<file path="src/rtl/double_buffer_unpacker_pkg.sv">
// Shared types and sizing helpers for the double-buffer word unpacker.
// Queue states are plain localparam codes so legacy blocks can compare against them directly.
package double_buffer_unpacker_pkg;

    typedef logic [1:0] qstate_t;

    localparam qstate_t QS_EMPTY = 2'd0;
    localparam qstate_t QS_HALF  = 2'd1;
    localparam qstate_t QS_FULL  = 2'd2;

    function automatic int unsigned lane_ratio(input int unsigned in_dw,
                                               input int unsigned out_dw);
        return in_dw / out_dw;
    endfunction

    function automatic int unsigned lane_idx_w(input int unsigned in_dw,
                                               input int unsigned out_dw);
        return $clog2(in_dw / out_dw);
    endfunction

endpackage

</file>
<file path="src/rtl/word_queue2.sv">
// Two-entry word FIFO with registered count and no bypass: a pushed word becomes
// visible on head_o only after the clock edge that writes it.
module word_queue2
    import double_buffer_unpacker_pkg::*;
#(
    parameter int unsigned DW = 64
) (
    input  logic          clk_i,
    input  logic          rst_i,
    input  logic          push_i,
    input  logic          pop_i,
    input  logic [DW-1:0] wdata_i,
    output logic [DW-1:0] head_o,
    output logic [1:0]    count_o
);

    logic [DW-1:0] mem_q [2];
    logic          wr_ptr_q;
    logic          rd_ptr_q;
    qstate_t       count_q;
    qstate_t       count_d;
    logic          push_ok;
    logic          pop_ok;

    assign push_ok = push_i && (count_q != QS_FULL);
    assign pop_ok  = pop_i && (count_q != QS_EMPTY);

    always_comb begin
        count_d = count_q;
        case (count_q)
            QS_EMPTY: if (push_ok) count_d = QS_HALF;
            QS_HALF: begin
                if (push_ok && !pop_ok) count_d = QS_FULL;
                else if (pop_ok && !push_ok) count_d = QS_EMPTY;
            end
            QS_FULL:  if (pop_ok) count_d = QS_HALF;
            default:  count_d = QS_EMPTY;
        endcase
    end

    always_ff @(posedge clk_i) begin
        if (rst_i) begin
            mem_q[0] <= '0;
            mem_q[1] <= '0;
            wr_ptr_q <= 1'b0;
            rd_ptr_q <= 1'b0;
            count_q  <= QS_EMPTY;
        end else begin
            if (push_ok) begin
                mem_q[wr_ptr_q] <= wdata_i;
                wr_ptr_q        <= ~wr_ptr_q;
            end
            if (pop_ok) rd_ptr_q <= ~rd_ptr_q;
            count_q <= count_d;
        end
    end

    assign head_o  = mem_q[rd_ptr_q];
    assign count_o = count_q;

endmodule

</file>
<file path="src/rtl/double_buffer_unpacker.sv">
// Serialises full-width words from the AXI write slave into OUT_DW lanes with frame marking.
// Define UNPACKER_MSB_FIRST_EN to emit the most significant lane of each word first.
module double_buffer_unpacker
    import double_buffer_unpacker_pkg::*;
#(
    parameter int unsigned IN_DW       = 64,
    parameter int unsigned OUT_DW      = 16,
    parameter int unsigned FRAME_LANES = 256
) (
    input  logic              clk_i,
    input  logic              rst_i,
    input  logic              push_i,
    input  logic [IN_DW-1:0]  data_i,
    output logic              stall_o,
    output logic              m_valid_o,
    input  logic              m_ready_i,
    output logic [OUT_DW-1:0] m_data_o,
    output logic              m_last_o,
    output logic              frame_done_o,
    output logic [1:0]        occupancy_o,
    output logic              overflow_o
);

    localparam int unsigned RATIO = lane_ratio(IN_DW, OUT_DW);
    localparam int unsigned LW    = lane_idx_w(IN_DW, OUT_DW);
    localparam int unsigned FW    = $clog2(FRAME_LANES);

    localparam logic [LW-1:0] LANE_LAST  = LW'(RATIO - 1);
    localparam logic [FW-1:0] FRAME_LAST = FW'(FRAME_LANES - 1);

    if ((IN_DW % OUT_DW) != 0 || RATIO < 2 || (RATIO & (RATIO - 1)) != 0) begin : g_bad_ratio
        $error("IN_DW/OUT_DW must be a power of 2 and at least 2");
    end
    if (FRAME_LANES < 2) begin : g_bad_frame
        $error("FRAME_LANES must be at least 2");
    end

    logic [IN_DW-1:0] head;
    logic [1:0]       count;
    logic             accept;
    logic             xfer;
    logic             pop;
    logic [LW-1:0]    lane_idx_q;
    logic [LW-1:0]    lane_sel;
    logic [FW-1:0]    frame_cnt_q;
    logic             frame_done_q;
    logic             overflow_q;

    word_queue2 #(
        .DW (IN_DW)
    ) u_queue (
        .clk_i   (clk_i),
        .rst_i   (rst_i),
        .push_i  (accept),
        .pop_i   (pop),
        .wdata_i (data_i),
        .head_o  (head),
        .count_o (count)
    );

    // Slave derives pushing_o from stall_i combinationally, so stall must come from registers only.
    assign stall_o   = (count == QS_FULL);
    assign m_valid_o = (count != QS_EMPTY);
    assign accept    = push_i && !stall_o;
    assign xfer      = m_valid_o && m_ready_i;
    assign pop       = xfer && (lane_idx_q == LANE_LAST);

`ifdef UNPACKER_MSB_FIRST_EN
    assign lane_sel = LANE_LAST - lane_idx_q;
`else
    assign lane_sel = lane_idx_q;
`endif

    assign m_data_o     = m_valid_o ? head[OUT_DW*lane_sel +: OUT_DW] : '0;
    assign m_last_o     = m_valid_o && (frame_cnt_q == FRAME_LAST);
    assign frame_done_o = frame_done_q;
    assign occupancy_o  = count;
    assign overflow_o   = overflow_q;

    always_ff @(posedge clk_i) begin
        if (rst_i) begin
            lane_idx_q   <= '0;
            frame_cnt_q  <= '0;
            frame_done_q <= 1'b0;
            overflow_q   <= 1'b0;
        end else begin
            frame_done_q <= xfer && m_last_o;
            if (push_i && stall_o) overflow_q <= 1'b1;
            if (xfer) begin
                lane_idx_q  <= (lane_idx_q == LANE_LAST) ? '0 : lane_idx_q + 1'b1;
                frame_cnt_q <= (frame_cnt_q == FRAME_LAST) ? '0 : frame_cnt_q + 1'b1;
            end
        end
    end

endmodule

</file>
<file path="config.mk">
export PLATFORM = sky130hd
export DESIGN_NAME = double_buffer_unpacker
export DESIGN_NICKNAME = d
export VERILOG_FILES = /design/src/rtl/double_buffer_unpacker_pkg.sv /design/src/rtl/word_queue2.sv /design/src/rtl/double_buffer_unpacker.sv
export SDC_FILE = /design/constraint.sdc
export NUM_CORES = 1
export LEC_CHECK = 0
export ABC_AREA = 0
export CELL_PAD_IN_SITES_DETAIL_PLACEMENT = 1
export CELL_PAD_IN_SITES_GLOBAL_PLACEMENT = 2
export CORE_AREA = 2 2 149 136
export CTS_BUF_LIST = sky130_fd_sc_hd__clkbuf_16
export DETAILED_ROUTE_END_ITERATION = 16
export DIE_AREA = 0 0 151 138
export HOLD_SLACK_MARGIN = 0.1
export PLACE_DENSITY = 0.71
export SETUP_SLACK_MARGIN = 0.5
export SLEW_MARGIN = 20
export SYNTH_ARGS = -nofsm -noshare
export SYNTH_HDL_FRONTEND = slang
export SYNTH_SLANG_ARGS = --single-unit
</file>
<file path="constraint.sdc">
create_clock -name clk_i -period 4.6 [get_ports clk_i]
set_input_delay 0.92 -clock clk_i [delete_from_list [all_inputs] [get_ports clk_i]]
set_output_delay 0.92 -clock clk_i [all_outputs]
set_load 0.005 [all_outputs]
</file>
Close-up of the layout:
Scale bar: 20 um. Region (50, 72) to (100, 122) um. Cells in gray, sequential cells in the stronger gray; small squares are vias.
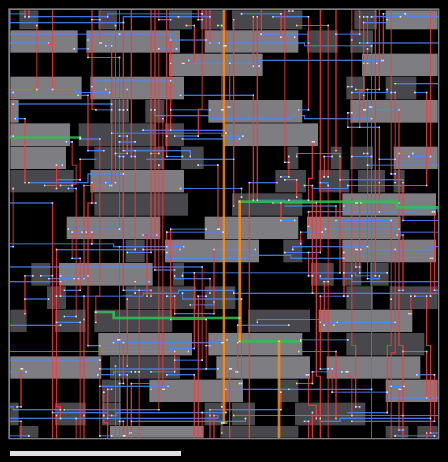
Key: met4 = orange; met2 = red; met1 = blue; met3 = green
Sequential cells in the window: 30. Netlist names of flops here include u_queue.mem_q (30). 84 logic cells have their middle in the window. Most frequent: edfxtp_1 (30), and2_1 (17), mux4_2 (8).

Sequential cells colored by netlist name:
Scale bar: 50 um.
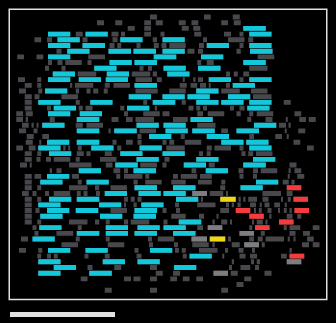
Key: frame_cnt_q = red [sequential cells 8]; lane_idx_q = yellow [sequential cells 2]; u_queue.mem_q = cyan [sequential cells 128, where all over the die]

==> changes_impl.md <==
### Implementation results

- Fmax: 278 MHz
- Sw Share: 22.7%
- Largest Pwr Group: sequential cells
- Final wirelength: 15100 um
- GR Util All Layers: 15.4%
- Met2 GRT Util: 26.9%
- DIE AREA: 20800 um^2
- Most Crowded Layer GR: met2
- Worst-Margin Slew: 0.980 ns
- DP Worst Slack: 1.31 ns
- Post-CTS Resized: 0
- Num ports: 91
- # clk buffers: 17
- Outcome: finished, final reports clean
- Inst Count DP: 759
- Switching power: 0.736 mW
- Reg area: 4190 um^2
- Period Utilization, post-route: 78.3%
- Max_slew headroom: 34.7%
- Comb_multi_in: 259
- Crit-path leading delay family: flip-flops
- Worst setup EP type: output port
- Number of flip-flops and latches: 145
- Comb. cell area: 2220 um^2
- CTS tree: yes
- Clock network power share: 41.6%
- Max-slew violation count: 0
- Clk. pwr: 1.35 mW
- CP max-delay cell: dfxtp_2
- Final core occ: 42.6%
- Combinational gate power: 0.308 mW
- Endpoint of the worst register-to-register path: u_queue.mem_q[0][62]
- Crit path DRT: 3.68 ns
- Setup total negative slack: 0 ns
- Worst Setup SP: lane_idx_q[0]
- Worst Path Buf+Inv: 1
- Core area: 19500 um^2
- CP endpoint: m_data_o[6]
- Sequential logic power: 1.58 mW
- Top flop regs: u_queue.mem_q x128, frame_cnt_q x8
- R2R setup slack: 2.43 ns
- Number of remaining DRC errors: 0
- Top cells excl fill/tap: edfxtp_1, and2_1, clkdlybuf4s50_1
- Power, Total: 3.24 mW
- Hold Crit Start: overflow_o
- Most frequent cells after synthesis: edfxtp_1, and2_1, mux4_2
- Flop share of the area: 50.4%
- Commonest Layout Cell: edfxtp_1
- Routed wire length on met2: 7880 um
- Final hold violations: 0
- Max-cap viol count: 0
- Data buffer area share: 12.0%
- Init Core Util: 34.0%
- Combinational share of power: 9.5%
- Post-DP HPWL: 9970 um
- Layout Nets: 593
- Post-Syn Area: 6620 um^2
- Tool warnings: 26
- Final WS setup: 0.999 ns
- Worst hold path depth: 2
- Die width: 151 um
- Inverters: 2
- Final setup viols: 0
- Clock tree cell share of total cell area: 6.86%
- WL per Instance: 19.1 um
- Antenna violations before repair: 2
- Most numerous cell in the Yosys netlist: edfxtp_1
- Hold WC Path Type: reg -> reg
- Clk sinks: 145
- Top comb family, area: simple AND/OR/NAND/NOR gates
- Reg2reg path depth: 4
- CP Class: reg -> out
- Synth Net Count: 504
- Initial DRC count: 171
- Postcts setup bufs: 0
- Lkg Pwr: 2.94 nW
- Met1 usage: 18.0%
- Largest net degree at the start of global routing: 65
- Compound Share, Synth: 1.17%
- Critical path arrival: 2.68 ns
- CP Max Fanout: 35
- ANT nets after route: 0
- Mux frac, synth: 13.3%
- Pwr per Cell Area: 390 nW/um^2
- Worst Skew: 0.00930 ns
- Non-CTS buffers: 98
- CP cell instances: mux4_2 > mux2i_1 > nor2_1 > clkdlybuf4s50_1
- Critical path depth: 4
Pin map:
Scale bar: 50 um. Pins as bars across the die edge, other pins in gray.
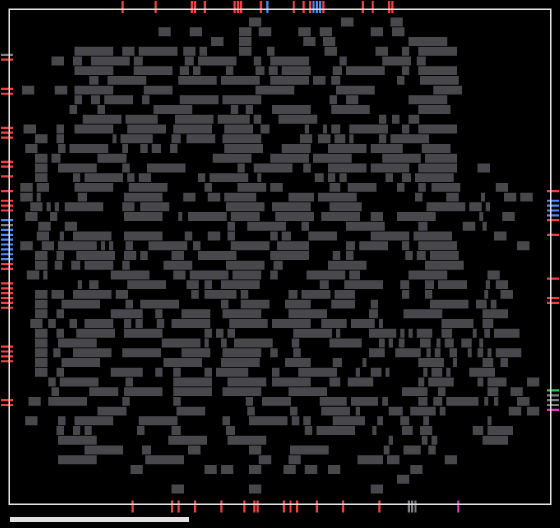
Key: m_data_o = blue [pins 16, direction output, edge 8 left, 4 right, 4 top]; m_last_o = green [pins 1, direction output, edge right]; occupancy_o = magenta [pins 2, direction output, edge 1 bottom, 1 right]; data_i = red [pins 64, direction input, edge 27 left, 17 top, 14 bottom, 6 right]
All pins by edge: 37 left, 21 top, 18 bottom, 15 right.

No activity file was given, so power comes from the tool's default toggle rates.
